Design pipeline_step_ctrl, sky130hd; sources not shown.
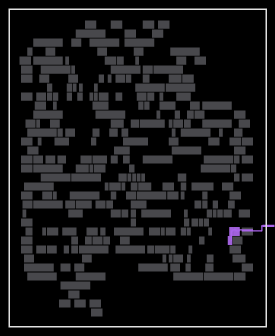
run_1/io_fan.png
legend:
  `i_cmd_valid`:
    colour: purple
    bits: 1
    direction: input
    end_cells: 3
    wire: 18.7 um
# port buffers: 45
# IOs: 46

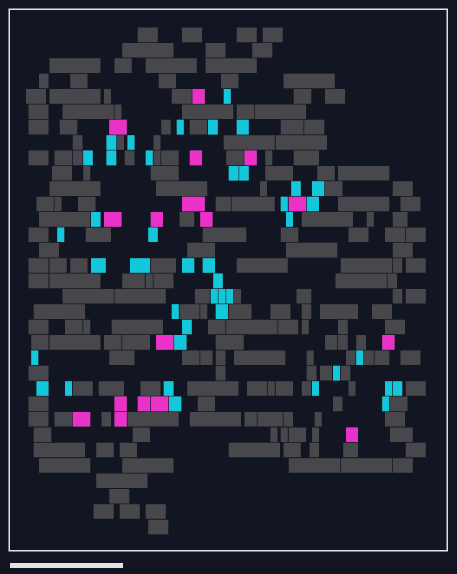
run_1/logic_types.png
Bar = 20 um.
legend:
  NAND gates:
    colour: cyan
    cells: 42
  AND and OR gates:
    colour: magenta
    cells: 17
logic share of the area: 0.382
highest-count logic cell in the final layout: clkdlybuf4s50_1
Layout Cells excl Fill: 341

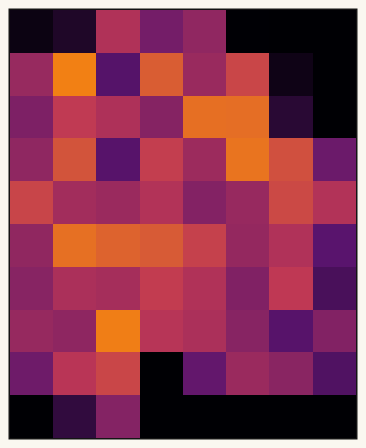
run_1/cell_density.png
The die is cut into 8 by 10 equal tiles; black is low, pale yellow is high, 0 to 100% covered.
fullest tile: 72%
emptiest ninth of the die: top right
nearly empty tiles: 15%
mean over tiles: 35%
FP Util: 0.318
core area: 6520 um^2
final core occ: 0.417

==> CHANGELOG.md, run 1 <==
### Metrics

- Req. time, crit path: 2.19 ns
- Startpoint Class: flip-flop
- CTS Root Cell: clkbuf_8
- CP Depth: 5
- Net Sw Frac: 0.393
- RSZ-0062 raised after global routing: no
- Worst-path cell chain: buf_2, o21bai_4, inv_1, buf_4, clkdlybuf4s50_1
- DRC violations left: 0
- Vias per std cell: 4.88
- Worst path top cell family by delay: buffers and inverters
- Clk pwr share: 0.181
- Logic pwr share: 0.449
- Status: finished clean
- Seq share, synth: 0.470
- GRT Resource Usage Total: 0.133
- Slew HR: 0.427
- TritonCTS clock tree: done
- Max stage delay on crit path: 0.58 ns
- Most numerous logic cells after layout: clkdlybuf4s50_1 (44), dfrtp_1 (39), nand2_1 (18)
- First-pass GRT wire length: 7720 um
- Fraction of layout cells with a size suffix above 1: 0.106
- YS chip area: 2080 um^2
- Fa+ha+maj area frac: 0.0120
- P_int: 1300 uW
- Worst Max-Slew Pin Slew: 0.859 ns
- Overflow left after global routing: 0
- XOR Share, Synth: 0.131
- Initial antenna violation count: 0
- Kind of critical path: reg2out
- P_leak: 0.00118 uW
- Area Overhead vs Synth: 31.1%
- Syn. warnings: 0
- Post-Syn Nets: 208
- Worst setup EP type: output pin
- Post-CTS setup buffer count: 0
- Simple-Gate Area Share: 0.253
- Top-area cell share: 0.470
- Sw Pwr: 844 uW
- H-tree lvl count: 2
- Aoi share: 0.0843
- Yosys cell types: 42
- Minimum clock period: 2.36 ns
- Detailed Place HPWL: 3350 um
- FMAX: 0.425 GHz
- Crit path DAT: 1.95 ns
- # diodes: 0
- Fin worst setup slack: 0.245 ns
- Max-cap viol count: 0
- Pwr Density: 788 nW/um^2
- Area fraction in mux cells: 0.0211
- Die Wd: 77.2 um
- Die Area: 7370 um^2
- Synth flops: 39
- Detail Route Antenna Nets: 0
- Wire length per cell: 13.3 um
- Num CTS Buffers: 5
- Synth Instances: 200
- Max Buffers Root-to-Sink: 2
- Crit path buffers/inverters: 4
- Maximum VDD drop: 0.464 mV
- Tool warnings: 26
- Yosys cell count: 200
- Cell taking the most area after synthesis: dfrtp_1
- Clk_lat worst skew: 0.28 ns
- Placement Setup Slack: 0.436 ns
- Nets: 261
- Clock slew at reported path FFs: 0.07 ns
- Vias in the first global route: 1632
- DRT Wirelength: 4520 um
- Fin crit share: 0.906
- Routability-driven placement congestion ratio: 0.818
- Largest net degree at the start of global routing: 40
- DP Cell Count: 332
- Post-synthesis cell area: 2080 um^2
- Setup TNS Final: 0 ns
- HP Class: reg2reg
- Total power: 2150 uW
- Reg2reg setup slack: 0.44 ns
- Routed vias: 1664
- Logic family by area: simple AND/OR/NAND/NOR gates
- Slew Limit Fails: 0
- Largest cells by area: dfrtp_1 (47%), xor2_1 (7.2%), xnor2_1 (5.9%)
- Initial DRT Pass Iterations: 4
- Max reg flops: 32
- Starting DRT DRC Count: 68
- FILL cells: 687
- Endpoints failing hold: 0
- Worst Path Max Fanout: 10
- WHS Path Cells: 1
- Seq pwr share: 0.370
- Worst path slowest cell: clkdlybuf4s50_1
- Setup violations, final: 0
-- run 1: cells by family (layout without fill, tap and decap cells) --
group / after synthesis / after routing
flops: 39 / 39
xor+xnor: 31 / 31
compound gates: 23 / 23
buf+inv: 11 / 65
simple gates: 90 / 90
fa+ha+maj: 2 / 2
mux: 4 / 4
-- run 1: area by class of cell --
class / instances / area, um^2 / area share
tap: 87 / 109 / 0.0400
sequential: 39 / 976 / 0.358
buffer: 6 / 41.3 / 0.0152
multi-input combinational: 150 / 1040 / 0.382
timing repair buffer: 46 / 455 / 0.167
inverter: 5 / 18.8 / 0.00689
clock inverter: 1 / 5.00 / 0.00184
clock buffer: 7 / 76.3 / 0.0280
-- run 1: synthesized netlist by cell type (all sizes together) --
| master | instances |
|---|---|
| nor2b | 1 |
| o21a | 1 |
| xnor2 | 14 |
| a22o | 1 |
| ha | 2 |
| buf | 6 |
| nand3 | 14 |
| and2 | 1 |
| or3 | 1 |
| nor3 | 8 |
| o22ai | 1 |
| and3 | 8 |
| inv | 5 |
| nor3b | 5 |
| o31ai | 1 |
| nor2 | 15 |
| mux2 | 3 |
| and4 | 7 |
| xor2 | 17 |
| o32ai | 1 |
| a21oi | 8 |
| nand4 | 8 |
| o311a | 1 |
| o21ai | 4 |
| nand2 | 19 |
| nor4 | 2 |
| nand3b | 1 |
| mux2i | 1 |
| o21bai | 3 |
| a31oi | 2 |
| dfrtp | 39 |
-- run 1: per-stage QoR --
step | cell area [um^2] | hold WS, ns | utilization
floorplan | 2080 | -0.186 | -
global placement | 2640 | 0.313 | 0.404
detailed placement | 2630 | 0.295 | 0.403
CTS | 2720 | 0.334 | 0.417
global route | 2720 | 0.369 | 0.417
finish | 2720 | 0.329 | 0.417
-- run 1: what timing repair did --
item | in CTS | in global routing
hold buffers | 1 | 0
endpoints found under the hold margin | 39 | 0
gates resized | 0 | 0
-- run 1: layer usage --
layer  share of wire  track usage  up-vias
met3           0.053       0.0360        5
met1            0.45        0.169      798
li1                -            -      818
met4           0.012       0.0357        0
met5               0            0        -
met2            0.49        0.222       43
-- run 1: power by group through the flow --
stage	clock, uW	combinational (uW)	sequential [uW]
global placement	0	972	807
CTS	408	983	796
global route	433	1050	816
floorplan	0	511	939
finish	389	964	794
detailed placement	0	980	809
## Run 2: what changed since run 1
- HOLD_SLACK_MARGIN: default -> 0.15
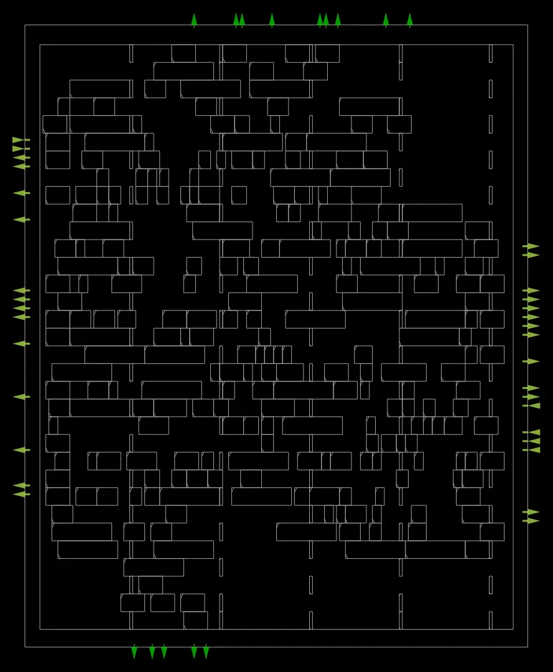
run_2/placement.png
Tap Cells: 87
fraction of area in registers: 0.358
flop count: 39
std cell rows: 33
FILL cells: 687

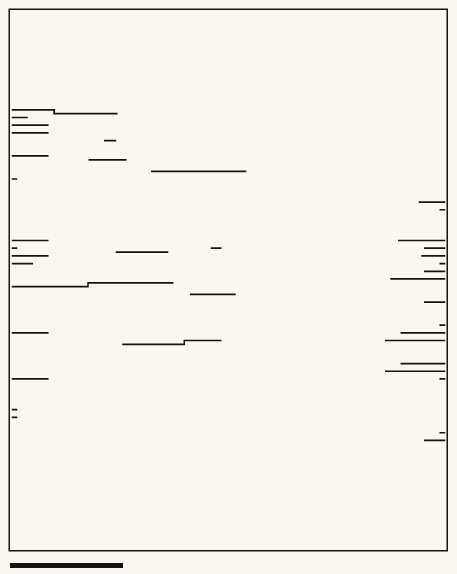
run_2/layer_met3.png
Bar = 20 um.
share of all routed wire: 5.3%
longest straight run: 16.6 um
main direction: horizontal
wire length on this layer: 240 um
met3 GRT Util: 0.0360
DRT Wirelength: 4520 um
routed vias: 1664

==> CHANGELOG.md, run 2 <==
### Metrics

- Most numerous logic cells after layout: clkdlybuf4s50_1 (44), dfrtp_1 (39), nand2_1 (18)
- Worst path top cell family by delay: buffers and inverters
- Highest-count logic cell in the final layout: clkdlybuf4s50_1
- H-tree lvl count: 2
- PostCTS Resize Cnt: 0
- FFs w/ async S/R, synth: 1.00
- Fraction of layout cells with a size suffix above 1: 0.106
- Net Sw Frac: 0.393
- Post-CTS setup buffer count: 0
- Mapped Avg Cell Area: 10.4 um^2
- Die span in y: 95.5 um
- Top-area cell share: 0.470
- RSZ-0062 raised after global routing: no
- Initial DRT Pass Iterations: 4
- Wire length per cell: 13.3 um
- Status: finished clean
- Yosys cell types: 42
- Worst Path Max Fanout: 10
- Max reg flops: 32
- Setup violations, final: 0
- Die Area: 7370 um^2
- Worst Max-Slew Pin Slew: 0.859 ns
- Total power: 2150 uW
- Syn. warnings: 0
- Seq share, synth: 0.470
- Routed length on met3: 240 um
- Fin crit share: 0.906
- Tool warnings: 26
- Top layer in use: met4
- Clock slew at reported path FFs: 0.07 ns
- Req. time, crit path: 2.19 ns
- Die Wd: 77.2 um
- Num CTS Buffers: 5
- # port buffers: 45
- Most frequent cell after synthesis: dfrtp_1
- TritonCTS clock tree: done
- Final core occ: 0.417
- Initial antenna violation count: 0
- Nets: 261
- Largest net degree at the start of global routing: 40
- Setup TNS Final: 0 ns
- First-pass GRT wire length: 7720 um
- Maximum VDD drop: 0.464 mV
- Crit path DAT: 1.95 ns
- Slew Limit Fails: 0
- Area Overhead vs Synth: 31.1%
- Slew HR: 0.427
- Post-CTS Hold Buffers: 1
- P_leak: 0.00118 uW
- Minimum clock period: 2.36 ns
- Startpoint Class: flip-flop
- Cell taking the most area after synthesis: dfrtp_1
- Core area: 6520 um^2
- YS chip area: 2080 um^2
- # diodes: 0
- Clk pwr share: 0.181
- Post-synthesis cell area: 2080 um^2
- Largest cells by area: dfrtp_1 (47%), xor2_1 (7.2%), xnor2_1 (5.9%)
- Pwr Density: 788 nW/um^2
- Seq pwr share: 0.370
- Clk_lat worst skew: 0.28 ns
- Worst setup EP type: output pin
- Detailed Place HPWL: 3350 um
- Max Buffers Root-to-Sink: 2
- Crit path buffers/inverters: 4
- Max stage delay on crit path: 0.58 ns
- Detail Route Antenna Nets: 0
- GRT Resource Usage Total: 0.133
- CTS Root Cell: clkbuf_8
- Vias in the first global route: 1632
- Yosys cell count: 200
- FMAX: 0.425 GHz
- Met1 wire length: 2030 um
- Sw Pwr: 844 uW
- Endpoints failing hold: 0
- Synth Instances: 200
- FP Util: 0.318
- Logic pwr share: 0.449
- Max-cap viol count: 0
- Post-Syn Nets: 208
- Routability-driven placement congestion ratio: 0.818
- Worst-path cell chain: buf_2, o21bai_4, inv_1, buf_4, clkdlybuf4s50_1
- Main synth FF type: dfrtp_1
- Top cells by count, synth: dfrtp_1 (39), nand2_1 (18), xor2_1 (17)
- Synth flops: 39
- Post-synth EDFFs: 0
- P_int: 1300 uW
- Hold Worst Slack: 0.329 ns
- Reg2reg setup slack: 0.44 ns
- Starting DRT DRC Count: 68
- Met2 WL post-DR: 2200 um
- Vias per std cell: 4.88
- CTS sink cnt: 39
- CP Depth: 5
- WHS Path Cells: 1
- HP Class: reg2reg
- Kind of critical path: reg2out
- DRC violations left: 0
- Path depth of the worst reg2reg path: 6
- Overflow left after global routing: 0
- Worst path slowest cell: clkdlybuf4s50_1
- # IOs: 46
## run 2: routing by layer
layer / GRT usage / vias to the layer above
met2: 0.222 / 43
met5: 0 / -
met1: 0.169 / 798
met3: 0.0360 / 5
li1: - / 818
met4: 0.0357 / 0
## run 2: final cells by class
class / count / area, um^2
flip-flops and latches: 39 / 976
fillers: 687 / 3800
inverters: 5 / 18.8
repair buffers: 46 / 455
clock inverters: 1 / 5.00
well taps: 87 / 109
clock buffers: 7 / 76.3
multi-input cells: 150 / 1040
plain buffers: 6 / 41.3
## run 2: power groups by stage
stage | logic [uW] | registers (uW) | clock network, uW
2_1_floorplan | 511 | 939 | 0
3_3_place_gp | 972 | 807 | 0
3_5_place_dp | 980 | 809 | 0
4_1_cts | 983 | 796 | 408
5_1_grt | 1050 | 816 | 433
6_report | 964 | 794 | 389
## run 2: logic make-up (layout without fill, tap and decap cells)
kind of cell	after synthesis	in the layout	share of synthesized area
compound gates	23	23	0.0843
simple gates	90	90	0.253
mux	4	4	0.0211
buf+inv	11	65	0.0289
fa+ha+maj	2	2	0.0120
flops	39	39	0.470
xor+xnor	31	31	0.131
## run 2: through the flow
step / cell area [um^2] / worst slack [ns] / cells
2_1_floorplan: 2080 / 0.496 / 200
3_3_place_gp: 2640 / 0.113 / 332
3_5_place_dp: 2630 / 0.436 / 332
4_1_cts: 2720 / 0.216 / 341
5_1_grt: 2720 / 0.143 / 341
6_report: 2720 / 0.245 / 341
No activity file was given, so power comes from the tool's default toggle rates.
